Figure 1. PDN straps and rails (run 1).
Scale: 4 px per um. Pins as bars on the die edge. Tap cells in gray.
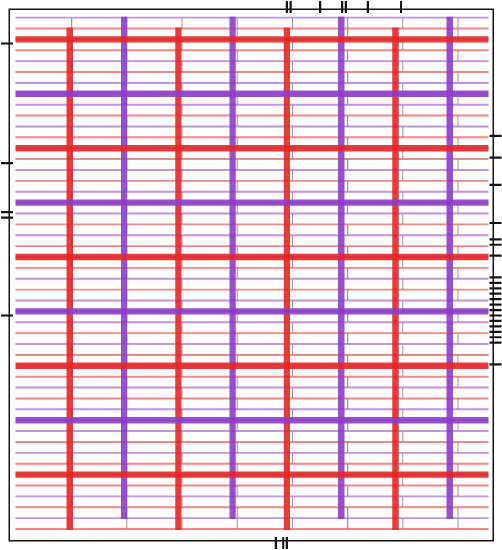
Figure 2. Placed cells, one color a class (run 1).
Scale: 4 px per um. Fill, decap, tap and diode cells in gray.
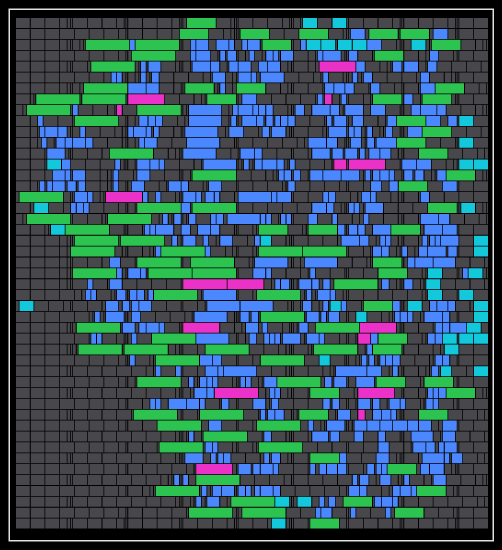
Figure 3. Clock distribution (run 1).
Scale: 3 px per um.
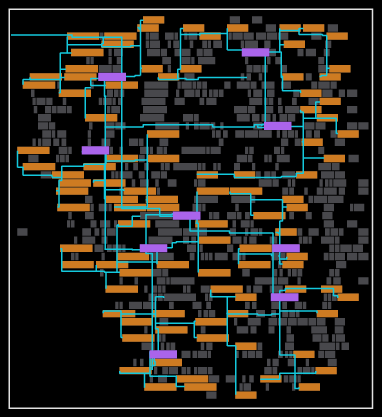
**config.mk**
```make
export PLATFORM = sky130hd
export DESIGN_NAME = spike_window_classifier
export DESIGN_NICKNAME = d
export VERILOG_FILES = /design/src/rtl/spike_window_classifier.sv
export SDC_FILE = /design/constraint.sdc
export NUM_CORES = 1
export LEC_CHECK = 0
export ABC_CLOCK_PERIOD_IN_PS = 4500
export CORE_ASPECT_RATIO = 1.1
export CORE_UTILIZATION = 38
export CTS_BUF_LIST = sky130_fd_sc_hd__clkbuf_8 sky130_fd_sc_hd__clkbuf_16
export DETAILED_ROUTE_END_ITERATION = 12
export MAX_ROUTING_LAYER = met4
export PLACE_DENSITY = 0.53
export SYNTH_ARGS = -nofsm -noshare
export SYNTH_HDL_FRONTEND = slang
export SYNTH_SLANG_ARGS = --single-unit
export TNS_END_PERCENT = 20
```
**constraint.sdc**
```tcl
create_clock -name clk -period 4.5 [get_ports clk]
set_clock_uncertainty 0.2 [all_clocks]
set_input_delay 0.9 -clock clk [delete_from_list [all_inputs] [get_ports clk]]
set_output_delay 0.9 -clock clk [all_outputs]
set_load 0.02 [all_outputs]
```
**src/rtl/spike_window_classifier.sv**
```systemverilog
// Counts LIF spikes per neuron over a window of timesteps, then scans the
// counters one neuron per cycle to report the winner, its count and any tie.
module spike_window_classifier #(
    parameter  int N_NEURONS = 8,
    parameter  int CNT_W     = 8,
    localparam int IDX_W     = (N_NEURONS > 1) ? $clog2(N_NEURONS) : 1
) (
    input  logic                 clk,
    input  logic                 reset,
    input  logic                 start,
    input  logic [7:0]           window_len,
    input  logic                 spike_valid,
    input  logic [N_NEURONS-1:0] spike_in,
    input  logic                 result_ready,
    output logic                 busy,
    output logic                 result_valid,
    output logic [IDX_W-1:0]     result_class,
    output logic [CNT_W-1:0]     result_count,
    output logic                 result_tie,
    output logic                 overrun
);

    typedef enum logic [1:0] {IDLE, COUNT, COMPARE, DONE} state_t;

    localparam logic [IDX_W-1:0] LAST_IDX = IDX_W'(N_NEURONS - 1);
    localparam logic [CNT_W-1:0] CNT_MAX  = '1;

    state_t           state, next_state;
    logic [CNT_W-1:0] cnt [N_NEURONS];
    logic [7:0]       step;
    logic [7:0]       win_len;
    logic [IDX_W-1:0] scan_idx;
    logic [IDX_W-1:0] best_idx;
    logic [CNT_W-1:0] best_cnt;
    logic             tie;
    logic             start_ok;
    logic             last_step;

    always_ff @(posedge clk) begin
        if (reset) state <= IDLE;
        else       state <= next_state;
    end

    always_comb begin
        next_state   = state;
        start_ok     = (state == IDLE) && start && (window_len != 8'd0);
        last_step    = (state == COUNT) && spike_valid && (step == win_len - 8'd1);
        busy         = (state != IDLE);
        result_valid = (state == DONE);
        case (state)
            IDLE:    if (start_ok) next_state = COUNT;
            COUNT:   if (last_step) next_state = COMPARE;
            COMPARE: if (scan_idx == LAST_IDX) next_state = DONE;
            DONE:    if (result_ready) next_state = IDLE;
            default: next_state = IDLE;
        endcase
    end

    // Counting and the serial max-scan; the scan keeps the lowest index on equality.
    always_ff @(posedge clk) begin
        if (reset) begin
            for (int i = 0; i < N_NEURONS; i++) cnt[i] <= '0;
            step     <= '0;
            win_len  <= '0;
            scan_idx <= '0;
            best_idx <= '0;
            best_cnt <= '0;
            tie      <= 1'b0;
            overrun  <= 1'b0;
        end else begin
            if (start_ok) begin
                for (int i = 0; i < N_NEURONS; i++) cnt[i] <= '0;
                step     <= '0;
                win_len  <= window_len;
                scan_idx <= '0;
                overrun  <= 1'b0;
            end
            if (spike_valid && (state != COUNT)) overrun <= 1'b1;

            if ((state == COUNT) && spike_valid) begin
                for (int i = 0; i < N_NEURONS; i++) begin
                    if (spike_in[i] && (cnt[i] != CNT_MAX)) cnt[i] <= cnt[i] + CNT_W'(1);
                end
                step <= step + 8'd1;
                if (last_step) scan_idx <= '0;
            end

            if (state == COMPARE) begin
                if (scan_idx == '0) begin
                    best_cnt <= cnt[0];
                    best_idx <= '0;
                    tie      <= 1'b0;
                end else if (cnt[scan_idx] > best_cnt) begin
                    best_cnt <= cnt[scan_idx];
                    best_idx <= scan_idx;
                    tie      <= 1'b0;
                end else if (cnt[scan_idx] == best_cnt) begin
                    tie <= 1'b1;
                end
                scan_idx <= scan_idx + IDX_W'(1);
            end
        end
    end

    assign result_class = best_idx;
    assign result_count = best_cnt;
    assign result_tie   = tie;

endmodule

```
==> results.cfg, run 1 <==
; implementation run metrics
[pwr]
leakage_nw = 2.48

[detailed_routing]
post-route-drc-count = 0
drtPass1Iterations = 4

[final_layout]
largest_class = multi-input combinational cells
sh_comb_area_pct = 46.6
fin_area_um2 = 6720
logic_gate_count = 443
final_cell_mix = 85 x nor2_1, 56 x edfxtp_1, 44 x nand2_1

[clock_tree]
clkTransAtPathRegs_ns = 0.07
cts_buffers = 9

[yosys]
top_cell = nor2_1

[sta]
setup-violations-final = 0
slew_viol_final = 0

[placed_design]
dpl-instance-area_um2 = 6410
portBuffers = 35

[worst_hold_path]
hold_start = result_class[0]$_SDFFE_PP0P_

[critical_path]
startpoint = scan_idx[0]$_SDFF_PP0_
path_cells = mux4_2, inv_1, o21ai_0, ha_1, nor2b_1, o21a_1, o21a_1, o21ai_0, a21o_1, mux2i_1
crit_path_start_kind = flip-flop
cp.required_ns = 4.60

[run]
drv_cap = 0

[status]
status = completed
Back to the opening pictures, Figure 1:
purple -> VDD
red -> VSS
met1 rails = 48
tap cells = 196
signal pins = 36

Back to the opening pictures, Figure 2:
green -> registers  # cells 98
blue -> remaining logic cells  # cells 474
cyan -> remaining buffers and delay cells  # cells 40
magenta -> clock drivers and dummy loads  # cells 16

Back to the opening pictures, Figure 3:
cyan -> clock wires  # length 1410 um
orange -> flip-flops  # count 98
purple -> clock-net drivers  # count 9
routed clock nets = 10

[run 1: logic make-up (layout without fill, tap and decap cells)]
| logic type | after synthesis | count (layout) |
|---|---|---|
| flip-flops | 98 | 98 |
| XOR/XNOR | 59 | 59 |
| AND-OR/OR-AND | 69 | 69 |
| buffers and inverters | 55 | 87 |
| AND/OR/NAND/NOR | 249 | 249 |
| adder cells (fa/ha/maj) | 26 | 26 |
| multiplexers | 40 | 40 |
[run 1: metal layers]
layer | global-route usage, % | vias to the layer above | share of wire (%)
li1 | - | 2147 | -
met1 | 24.1 | 2033 | 48
met2 | 27.3 | 73 | 46
met3 | 2.59 | 28 | 3.6
met4 | 8.78 | 0 | 2.7
met5 | - | - | 0
Figure 4. Congestion heat map (run 1).
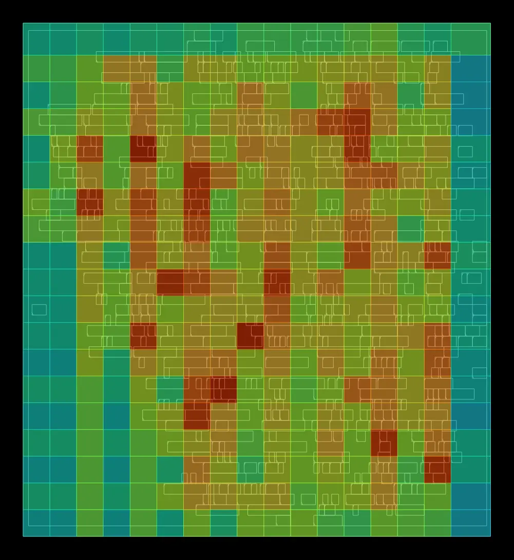

--- run 2 (diff from run 1) ---
- ABC_CLOCK_PERIOD_IN_PS: 4500 -> 3500
- clock period: 4.5 -> 3.5 ns (I/O delays scaled with it)
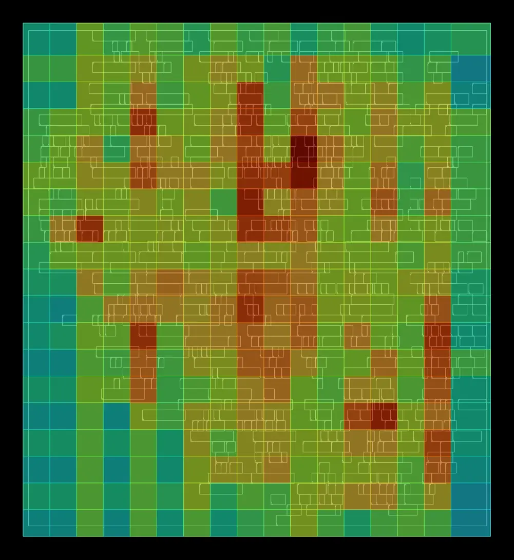
Figure 5: run 2, congestion heat map.
drt wl/cell: 15.9 um
met2 Resource Use GR: 28.9%
met3 global-route usage: 2.84%
routing usage on met1: 22.4%
final design utilization: 45.0%

==> results.cfg, run 2 <==
; implementation run metrics
[detailed_routing]
drtPass1Iterations = 4
post-route-drc-count = 0

[critical_path]
crit_family = AND-OR/OR-AND gates
cp.required_ns = 3.59
startpoint = scan_idx[0]$_SDFF_PP0_
crit_arrival_ns = 3.25
crit_path_start_kind = flip-flop
path_cells = buf_12, mux4_2, inv_1, o21ai_0, ha_1, nor2b_1, o21a_1, o21a_1, o21ai_0, a21o_1, mux2i_1

[clock_tree]
h-tree-depth = 3
cts_buffers = 9
clockBufferDepth = 2
root_buffer = clkbuf_16
clkTransAtPathRegs_ns = 0.07

[worst_hold_path]
hold_start = result_class[2]$_SDFFE_PP0P_

[yosys]
synthMuxAreaShare_pct = 10.3
flop_cell = edfxtp_1
top_cell = nor2_1
top_logic_kind = simple AND/OR/NAND/NOR gates

[pwr]
power.density_nw_per_um2 = 538
vdd_drop_max_mv = 0.296
leakage_nw = 2.54
total_power_mw = 3.66

[final_layout]
final_cell_mix = 85 x nor2_1, 56 x edfxtp_1, 44 x nand2_1
fin_area_um2 = 6800

[sta]
slew_viol_final = 0
setup-violations-final = 0
fmaxAchievable_ghz = 0.316

[placed_design]
dpl-instance-area_um2 = 6490
portBuffers = 35
routabilityCongestion = 0.819

[global_route]
grt_usage_pct = 17.9
grt_first_pass_wirelength_um = 21300

[status]
status = completed

[run]
drv_cap = 0
[run 2: cell type report]
class | count | area share [%]
sequential | 98 | 37.1
timing repair buffer | 50 | 6.99
inverter | 31 | 1.71
tap | 196 | 3.60
clock inverter | 6 | 0.846
multi-input combinational | 443 | 46.1
clock buffer | 10 | 3.68
[run 2: timing repair]
item / in CTS / in global routing
resized: 0 / 1
setup endpoints to repair: 0 / 8
hold endpoints to repair: 0 / 0
[run 2: per-layer routing]
metal  global-route usage [%]  wire, um  up-vias
met5                        -         0        -
met4                     6.93       170        0
met3                     2.84       472       12
met2                     28.9      6530       69
met1                     22.4      6070     2043
li1                         -         -     2166
[run 2: where the power goes]
part / switching [mW] / internal [mW] / total, mW
Clock: 0.436 / 0.593 / 1.03
Combinational: 0.525 / 0.445 / 0.970
Sequential: 0.232 / 1.43 / 1.66
Power is estimated from default activity; no workload was simulated.
